Fig. 1: placement by cell class
Bar = 50 µm.
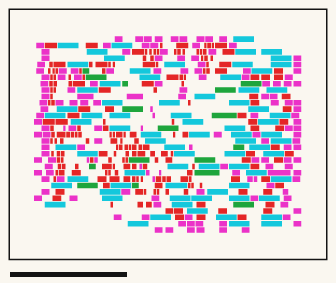
Fig. 2: nets reached from selected ports
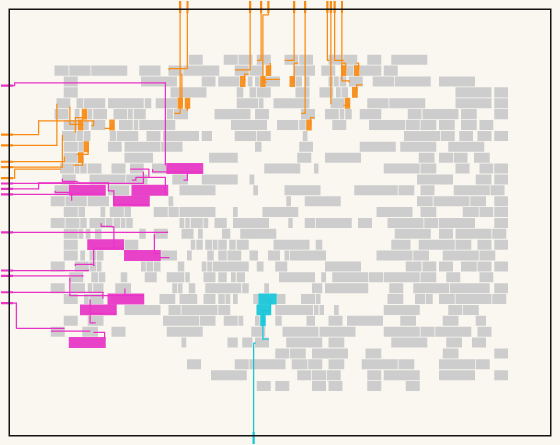
<file path="config.mk">
export PLATFORM = sky130hd
export DESIGN_NAME = data_mem_arbiter
export DESIGN_NICKNAME = d
export VERILOG_FILES = /design/src/rtl/data_mem_arbiter_pkg.sv /design/src/rtl/dm_rr_pick.sv /design/src/rtl/data_mem_arbiter.sv
export SDC_FILE = /design/constraint.sdc
export NUM_CORES = 1
export LEC_CHECK = 0
export CAP_MARGIN = 20
export CORE_ASPECT_RATIO = 0.75
export CORE_MARGIN = 10
export CORE_UTILIZATION = 35
export DETAILED_ROUTE_END_ITERATION = 10
export GPL_TIMING_DRIVEN = 0
export PLACE_DENSITY = 0.66
export SKIP_CTS_REPAIR_TIMING = 1
export SKIP_LAST_GASP = 1
export SLEW_MARGIN = 0
export SYNTH_ARGS = -nofsm -noshare
export SYNTH_HDL_FRONTEND = slang
export SYNTH_SLANG_ARGS = --single-unit
export TNS_END_PERCENT = 100
</file>
<file path="constraint.sdc">
create_clock -name CLK -period 3.6 [get_ports CLK]
set_input_delay 0.72 -clock CLK [delete_from_list [all_inputs] [get_ports CLK]]
set_output_delay 0.72 -clock CLK [all_outputs]
set_load 0.005 [all_outputs]
</file>
<file path="src/rtl/data_mem_arbiter_pkg.sv">
// Shared sizing defaults, FSM state encoding and port identifiers for the data memory arbiter.
// Latency: n/a (declarations only).
// Backpressure: n/a.
package data_mem_arbiter_pkg;

  localparam int ADDR_W_DEF = 9;
  localparam int DATA_W_DEF = 16;
  localparam int DEPTH_DEF  = 512;

  // INIT zero-fills the memory, IDLE arbitrates, ACCESS is the single memory cycle.
  typedef enum logic [1:0] {
    ST_INIT   = 2'd0,
    ST_IDLE   = 2'd1,
    ST_ACCESS = 2'd2
  } arb_state_e;

  // Port 0 is the execution core, port 1 the keypad/display loader.
  localparam logic PORT0 = 1'b0;
  localparam logic PORT1 = 1'b1;

endpackage

</file>
<file path="src/rtl/dm_rr_pick.sv">
// Two-way round-robin winner select from the raw requests and the last-served port.
// Latency: purely combinational.
// Backpressure: none; the caller decides when the pick is consumed.
module dm_rr_pick
  import data_mem_arbiter_pkg::*;
(
  input  logic req0,
  input  logic req1,
  input  logic last,
  output logic vld,
  output logic win
);

  // A lone requester wins outright; on a tie the port not served last wins.
  always_comb begin
    vld = req0 | req1;
    win = PORT0;
    if (req1 && (!req0 || (last == PORT0))) begin
      win = PORT1;
    end
  end

endmodule

</file>
<file path="src/rtl/data_mem_arbiter.sv">
// Shares the single data memory port between two requesters, zero-filling the memory after reset.
// Latency: GNT one cycle after REQ is sampled, ACK/RDATA on the following edge; one access per 2 cycles.
// Backpressure: REQ is held by the requester until GNT; the arbiter ignores requests during INIT and ACCESS.
module data_mem_arbiter
  import data_mem_arbiter_pkg::*;
#(
  parameter int ADDR_W         = ADDR_W_DEF,
  parameter int DATA_W         = DATA_W_DEF,
  parameter int DEPTH          = DEPTH_DEF,
  parameter int CLEAR_ON_RESET = 1
) (
  input  logic              CLK,
  input  logic              RST,
  input  logic              REQ0,
  input  logic              REQ1,
  input  logic              WE0,
  input  logic              WE1,
  input  logic [ADDR_W-1:0] ADDR0,
  input  logic [ADDR_W-1:0] ADDR1,
  input  logic [DATA_W-1:0] WDATA0,
  input  logic [DATA_W-1:0] WDATA1,
  output logic              GNT0,
  output logic              GNT1,
  output logic              ACK0,
  output logic              ACK1,
  output logic [DATA_W-1:0] RDATA0,
  output logic [DATA_W-1:0] RDATA1,
  output logic              READY,
  output logic              MEM_EN,
  output logic [ADDR_W-1:0] MEM_ADDR,
  output logic [DATA_W-1:0] MEM_IN,
  input  logic [DATA_W-1:0] MEM_OUT
);

  // The clear pointer carries one extra bit so "all words written" is a plain compare.
  localparam logic [ADDR_W:0] CLR_END = (ADDR_W+1)'(DEPTH);
  localparam logic [ADDR_W:0] CLR_ONE = (ADDR_W+1)'(1);

  arb_state_e        state_q, state_d;
  logic [ADDR_W:0]   clr_ptr_q, clr_ptr_d;
  logic              last_q, last_d;
  logic              win_q, win_d;
  logic              gnt0_q, gnt0_d;
  logic              gnt1_q, gnt1_d;
  logic              ack0_q, ack0_d;
  logic              ack1_q, ack1_d;
  logic [DATA_W-1:0] rdata0_q, rdata0_d;
  logic [DATA_W-1:0] rdata1_q, rdata1_d;
  logic              mem_en_q, mem_en_d;
  logic [ADDR_W-1:0] mem_addr_q, mem_addr_d;
  logic [DATA_W-1:0] mem_in_q, mem_in_d;
  logic              ready_q, ready_d;

  logic              pick_vld;
  logic              pick_win;

  dm_rr_pick u_pick (
    .req0 (REQ0),
    .req1 (REQ1),
    .last (last_q),
    .vld  (pick_vld),
    .win  (pick_win)
  );

  // Next-state logic: clear sweep, arbitration and the access completion cycle.
  always_comb begin
    state_d    = state_q;
    clr_ptr_d  = clr_ptr_q;
    last_d     = last_q;
    win_d      = win_q;
    gnt0_d     = 1'b0;
    gnt1_d     = 1'b0;
    ack0_d     = 1'b0;
    ack1_d     = 1'b0;
    rdata0_d   = rdata0_q;
    rdata1_d   = rdata1_q;
    mem_en_d   = mem_en_q;
    mem_addr_d = mem_addr_q;
    mem_in_d   = mem_in_q;
    ready_d    = ready_q;

    case (state_q)
      ST_INIT: begin
        if (clr_ptr_q == CLR_END) begin
          state_d  = ST_IDLE;
          ready_d  = 1'b1;
          mem_en_d = 1'b0;
        end else begin
          mem_en_d   = 1'b1;
          mem_addr_d = clr_ptr_q[ADDR_W-1:0];
          mem_in_d   = '0;
          clr_ptr_d  = clr_ptr_q + CLR_ONE;
        end
      end

      ST_IDLE: begin
        // Without a clear sweep, READY comes up on the first edge after reset.
        ready_d  = 1'b1;
        mem_en_d = 1'b0;
        if (pick_vld) begin
          win_d   = pick_win;
          state_d = ST_ACCESS;
          if (pick_win == PORT1) begin
            mem_en_d   = WE1;
            mem_addr_d = ADDR1;
            mem_in_d   = WDATA1;
            gnt1_d     = 1'b1;
          end else begin
            mem_en_d   = WE0;
            mem_addr_d = ADDR0;
            mem_in_d   = WDATA0;
            gnt0_d     = 1'b1;
          end
        end
      end

      ST_ACCESS: begin
        // A write already committed on the falling edge; a read samples the memory now.
        if (win_q == PORT1) begin
          ack1_d = 1'b1;
          if (!mem_en_q) rdata1_d = MEM_OUT;
        end else begin
          ack0_d = 1'b1;
          if (!mem_en_q) rdata0_d = MEM_OUT;
        end
        mem_en_d = 1'b0;
        last_d   = win_q;
        state_d  = ST_IDLE;
      end

      default: begin
        state_d  = ST_IDLE;
        mem_en_d = 1'b0;
      end
    endcase
  end

  // All arbiter state; reset drops MEM_EN at once so a pending write never reaches memory.
  always_ff @(posedge CLK or negedge RST) begin
    if (!RST) begin
      state_q    <= (CLEAR_ON_RESET != 0) ? ST_INIT : ST_IDLE;
      clr_ptr_q  <= '0;
      last_q     <= PORT1;
      win_q      <= PORT0;
      gnt0_q     <= 1'b0;
      gnt1_q     <= 1'b0;
      ack0_q     <= 1'b0;
      ack1_q     <= 1'b0;
      rdata0_q   <= '0;
      rdata1_q   <= '0;
      mem_en_q   <= 1'b0;
      mem_addr_q <= '0;
      mem_in_q   <= '0;
      ready_q    <= 1'b0;
    end else begin
      state_q    <= state_d;
      clr_ptr_q  <= clr_ptr_d;
      last_q     <= last_d;
      win_q      <= win_d;
      gnt0_q     <= gnt0_d;
      gnt1_q     <= gnt1_d;
      ack0_q     <= ack0_d;
      ack1_q     <= ack1_d;
      rdata0_q   <= rdata0_d;
      rdata1_q   <= rdata1_d;
      mem_en_q   <= mem_en_d;
      mem_addr_q <= mem_addr_d;
      mem_in_q   <= mem_in_d;
      ready_q    <= ready_d;
    end
  end

  assign GNT0     = gnt0_q;
  assign GNT1     = gnt1_q;
  assign ACK0     = ack0_q;
  assign ACK1     = ack1_q;
  assign RDATA0   = rdata0_q;
  assign RDATA1   = rdata1_q;
  assign READY    = ready_q;
  assign MEM_EN   = mem_en_q;
  assign MEM_ADDR = mem_addr_q;
  assign MEM_IN   = mem_in_q;

endmodule

</file>
==> results.tsv <==
stage	metric	value	unit
global_routing	global routing usage summed across all routing layers	14.0	%
cts	number of buffers created by CTS	9	
setup_path	buffering stage count on the worst path with inverters included	3	
finish	end-of-flow core utilization	55.3	%
synthesis	number of unique standard cell types used by synthesis	35	
timing	setup TNS after final layout	0	ns
synthesis	count of yosys warnings during synthesis	0	
power_and_ir_drop	leakage dissipation	2.43	nW
setup_path	CP Data Arrival Time	2.74	ns
cts	maximum buffer depth of the clock tree	2	
finish	number of antenna repair diodes	0	
global_routing	remaining global-route overflow	0	
finish	# nets final	510	
worst_hold_path	kind of path behind the tightest hold check	in2async	
cts	CTS sink count	77	
place	HPWL after detailed placement	7.46	mm
timing	Hold Violations, Final	0	
timing	setup slack of the critical path after layout	1.14	ns
setup_path	critical path launch point type	input pin	
synthesis	Dominant Register Cell	dfrtp_1	
synthesis	Main area contributors	dfrtp_1 (55%), mux2_2 (12%), mux2_4 (8.2%)	
setup_path	number of cell instances on the worst register-to-register path	6	
synthesis	most popular library cell in the synthesized design by count	dfrtp_1	
setup_path	capture point of the critical path	MEM_ADDR[3]	
timing	shortest clock period the worst path allows after layout	2.46	ns
timing	clock tree skew after final layout	0.00465	ns
routing	total number of vias	2719	
run_status	status	complete, no violations	
routing	detailed-route DRC error count	0	
routing	1st-iter DRT viols	177	
timing	Least-Margin Pin Slew	0.718	ns
floorplan	DIE WIDTH	135	µm
run	max_cap viols	0	
power_and_ir_drop	Power per Cell Area	681	mW/mm²
setup_path	slowest stage cell on the critical path	clkdlybuf4s50_1	
timing	final clock period utilization by the worst path	68.3	%
global_routing	initial antenna violation count	0	
setup_path	Register-to-Register Setup Slack	1.52	ns
setup_path	Critical Path Source	REQ0	
synthesis	Post-synth EDFFs	0	
finish	top library cells by usage in the layout, fill and taps aside	clkdlybuf4s50_1 (133), dfrtp_1 (76), nand2_1 (46), mux2_2 (37), a21oi_1 (32)	
finish	share of post-route cells with drive strength above 1	19.3	%
power_and_ir_drop	largest vdd supply drop	0.268	mV
synthesis	flip-flop and latch count after synthesis	77	
floorplan	die outline area	0.0144	mm²
place	weighted congestion at the end of routability-driven global placement	0.858	
global_routing	global-route wire length before repair	15.8	mm
finish	Commonest Layout Cell	clkdlybuf4s50_1	
timing	max_slew headroom	52.0	%
setup_path	Slowest Stage Delay on Critical Path	0.51	ns
power_and_ir_drop	post-route total power	3.64	mW
synthesis	yosys cell count	290	
cts	Clock Root Buffer	clkbuf_16	
routing	detailed-route vias per instance	4.75	
cts	Clk pin slew, worst setup/hold paths	0.06	ns
finish	area added between synthesis and finish	53.7	%
place	post-placement worst setup slack	0.776	ns
timing	unrepaired setup endpoints after global routing	false	
routing	Total Routed Length	9.90	mm
floorplan	Std-Cell Core Area	0.00966	mm²
synthesis	Avg Cell Area, Syn	12.0	µm²
setup_path	Worst R2R Start	last_q	
setup_path	Worst Setup Path Type	in2reg	
synthesis	most instantiated cells after synthesis	dfrtp_1 (76), nand2_1 (46), mux2_2 (37)	
timing	max frequency	406	MHz
synthesis	Yosys Chip Area	0.00347	mm²
timing	final-report max-slew violation count	0	
synthesis	nets in the synthesized netlist	364	
synthesis	area of the mapped netlist	0.00347	mm²
timing	Hold Worst Slack	0.252	ns
setup_path	Top delay family on crit path	buffers and inverters	
cts	clock tree from TritonCTS	yes	
cts	worst skew pair latency	0.34	ns
global_routing	via count of the first global-routing pass	2908	
cts	H-tree levels	3	
setup_path	number of gates on the worst path with buffers counted	7	
global_routing	maximum number of pins on one net before global-route repair	61	
setup_path	endpoint type of the worst setup path	flop	
timing	Final setup viols	0	
routing	final routed wire length divided by cell count	17.3	µm
floorplan	die extent in y	106	µm
routing	number of antenna-violating nets in the routed design	0	
setup_path	chain of cells forming the critical path	clkdlybuf4s50_1 > a21bo_2 > clkbuf_1 > buf_1 > nand2_1 > a21oi_1 > mux2_2	
setup_path	capture point of the worst reg-to-reg path	MEM_ADDR[3]	
synthesis	top area contributor share	54.7	%
routing	number of iterations in the first detailed-routing pass	4	
floorplan	standard-cell rows	31	
synthesis	cell taking the most area after synthesis	dfrtp_1	
floorplan	effective utilization at floorplan	36.0	%
synthesis	proportion of synthesized flip-flops having asynchronous set or reset	100	%
setup_path	critical-path maximum fanout	10	
setup_path	required time worst endpoint	3.88	ns
run	tool warnings	27	
synthesis	number of instances in the synthesized netlist	290	
synthesis	Synth Seq Share	55.5	%
## Picture notes: Fig. 1
color	class	cells
magenta	other buffers and delay cells	151
red	combinational and other logic	197
cyan	flops	77
green	clock drivers and dummy loads	16

## Picture notes: Fig. 2
color	port	bits	direction	end cells	buffers	wire
magenta	MEM_ADDR	9	output	9	9	413 µm
orange	WDATA0	16	input	16	16	371 µm
cyan	REQ0	1	input	4	1	37.1 µm
Top-Level Pins: 135
I/O Buffers: 134

power by group:
part	internal (mW)	switching [mW]	total (mW)
combinational	0.816	0.474	1.29
sequential	1.16	0.187	1.35
clock	0.632	0.369	1.00
total	2.61	1.03	3.64
flip-flops by register name, indices dropped and copies added, names as in the netlist:
signal / flops
RDATA1: 16
state_q: 2
last_q: 1
MEM_IN: 16
clr_ptr_q: 10
ACK0: 1
MEM_EN: 1
READY: 1
GNT1: 1
win_q: 1
ACK1: 1
RDATA0: 16
MEM_ADDR: 9
GNT0: 1
logic make-up after synthesis:
family          synth area share (%)
compound gates                  6.55
xor+xnor                        2.27
fa+ha+maj                      0.720
buf+inv                         3.78
flops                           55.5
mux                             21.1
simple gates                    10.0
routing by layer:
metal  GRT usage (%)  vias to the layer above  share of wire [%]
met5               0                        -                  0
met4            4.45                        0                1.2
met3            7.38                       10                 12
met2            20.4                      119                 42
met1            17.4                     1309                 45
li1                -                     1281                  -
area by class of cell:
cell class / instances / area, µm²
plain buffers: 16 / 109
clock buffers: 10 / 239
clock inverters: 6 / 93.8
fillers: 821 / 4320
inverters: 6 / 22.5
multi-input cells: 191 / 1420
flip-flops and latches: 77 / 1930
well taps: 132 / 165
repair buffers: 135 / 1370
stage by stage:
| stage | cell area [µm²] | std cells |
|---|---|---|
| detailed placement | 5010 | 557 |
| global route | 5340 | 573 |
| CTS | 5340 | 573 |
| finish | 5340 | 573 |
| floorplan | 3470 | 290 |
| global placement | 4980 | 556 |
worst min-delay path by stage:
stage          start          to  slack (ns)  cells past startpoint
2_1_floorplan    RST        ACK0        0.42                      0
3_3_place_gp   READY       READY        0.45                      1
3_5_place_dp   READY       READY        0.46                      1
4_1_cts          RST   RDATA0[3]        0.24                      1
5_1_grt          RST  RDATA1[14]        0.25                      1
6_report         RST  RDATA0[11]        0.25                      1
Power and IR drop assume default switching activity.
